Design lif_array_scheduler_flat, sky130hd; sources not shown.
### Metal 4

Scale: 4 px per um. Supply wires on this layer in grey.
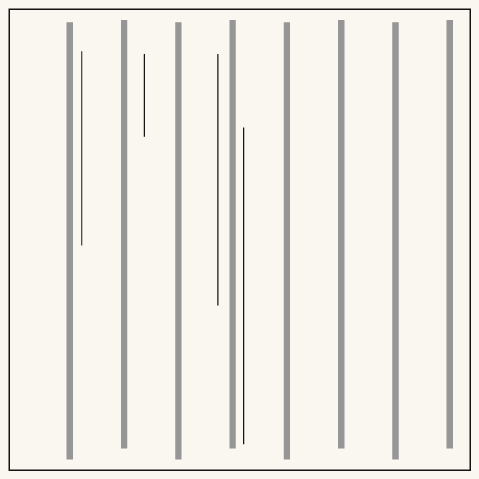
wire length on this layer: 210 um
nets with wire on the layer: 3
longest straight run: 78.9 um
total wire length: 12740 um
total number of vias: 3542

### Routing congestion

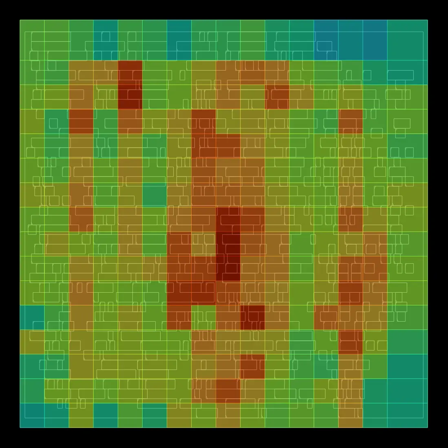
WL per Instance: 19.09 um
met1 Use GR: 23.29%
M2 GR Usage: 36.18%
Finished Core Util: 53.79%

==> flow_metrics.env <==
# flow metrics
export IMPL_n_tap_cell=168
export IMPL_fin_ws_ns=-0.1703
export IMPL_crit_family="AND-OR/OR-AND gates"
export IMPL_cp_common_cell="a21oi_2"
export IMPL_status="finished with violations"
export IMPL_worstSetupEndpointType="flop"
export IMPL_setup_violations_final=54
export IMPL_report_final_slew_viol_count=0
export IMPL_ant_nets=0
export IMPL_seq_area_um2=2688
export IMPL_nonClockBufferCount=75
export IMPL_avgSynthCellArea_um2=12.07
export IMPL_p_sw_w=0.001623
export IMPL_cts_clk_slew_worst_paths_ns=0.06
export IMPL_clock_cell_area_share_pct=4.457
export IMPL_yosys_area_um2=5094
export IMPL_cp_start_kind="flop"
export IMPL_clock_latency_ns=0.35
export IMPL_cp_cell_sequence="buf_6, mux4_2, ha_4, nor2b_4, o211ai_1, nand2_1, o21ai_2, a21oi_2, ha_1, a2111oi_4, a21boi_4, buf_6, o21ai_2, a21oi_2, nor2_1, ha_1, a21oi_2, o21ai_4, a21oi_2, nand2_4, buf_8, nor4_2"
export IMPL_cp_required_ns=4.96
export IMPL_area_growth_synth_to_final_pct=28.96
export IMPL_die_y_um=114.8
export IMPL_clock_skew_ns=0.007420
export IMPL_path_depth=22
export IMPL_drive_gt1_share_pct=35.87
export IMPL_num_antenna_cells=0
export IMPL_area_leaders="edfxtp_1 47%, mux4_2 8.8%, ha_1 8.1%, dfxtp_1 5.5%, and2_1 3.4%"
export IMPL_p_comb_w=0.00247
export IMPL_worstHoldPathCells=2
export IMPL_pwr_share_comb_pct=58.9
export IMPL_period_needed_ns=4.970
export IMPL_inverters=34
export IMPL_synth_most_common_cell="edfxtp_1"
export IMPL_comb_area_um2=2596
export IMPL_violations="setup timing"
export IMPL_synthArstFlopShare_pct=0
export IMPL_crit_type="reg -> reg"
export IMPL_cts_buffer_depth=2
export IMPL_fin_crit_sh_pct=103.5
export IMPL_ys_cells=422
export IMPL_fin_nets=552
export IMPL_grt_pass1_vias=3799
export IMPL_cts_tree="yes"
export IMPL_stdcell_count=667
export IMPL_fp_nets=480
export IMPL_design_area_um2=6569
export IMPL_cp_arrival_ns=5.13
export IMPL_clock_net_power_w=0.000715
export IMPL_crit_buf_inv=3
export IMPL_path_max_fanout=8
export IMPL_common_cells="80 x edfxtp_1, 34 x inv_1, 33 x ha_1, 33 x nor2_1, 28 x and2_1"
per-layer routing:
layer / vias to the layer above / share of wire, % / global-route usage (%) / wire [um]
met5: - / 0 / 0 / 0
met4: 0 / 1.6 / 6.320 / 210
met3: 13 / 3.7 / 3.216 / 472
met2: 75 / 53 / 36.18 / 6791
met1: 1778 / 41 / 23.29 / 5262
li1: 1676 / - / - / -
cell families after synthesis:
group	share of synthesized area, %
AND/OR/NAND/NOR	15.87
multiplexers	9.826
buffers and inverters	3.856
AND-OR/OR-AND	7.001
XOR/XNOR	1.892
adder cells (fa/ha/maj)	8.892
flip-flops	52.67
repair_timing:
item | 4_1_cts | 5_1_grt
pin swaps | 3 | 36
setup endpoints to repair | 56 | 56
gates cloned | 0 | 3
gates resized | 27 | 63
buffers inserted | 4 | 13
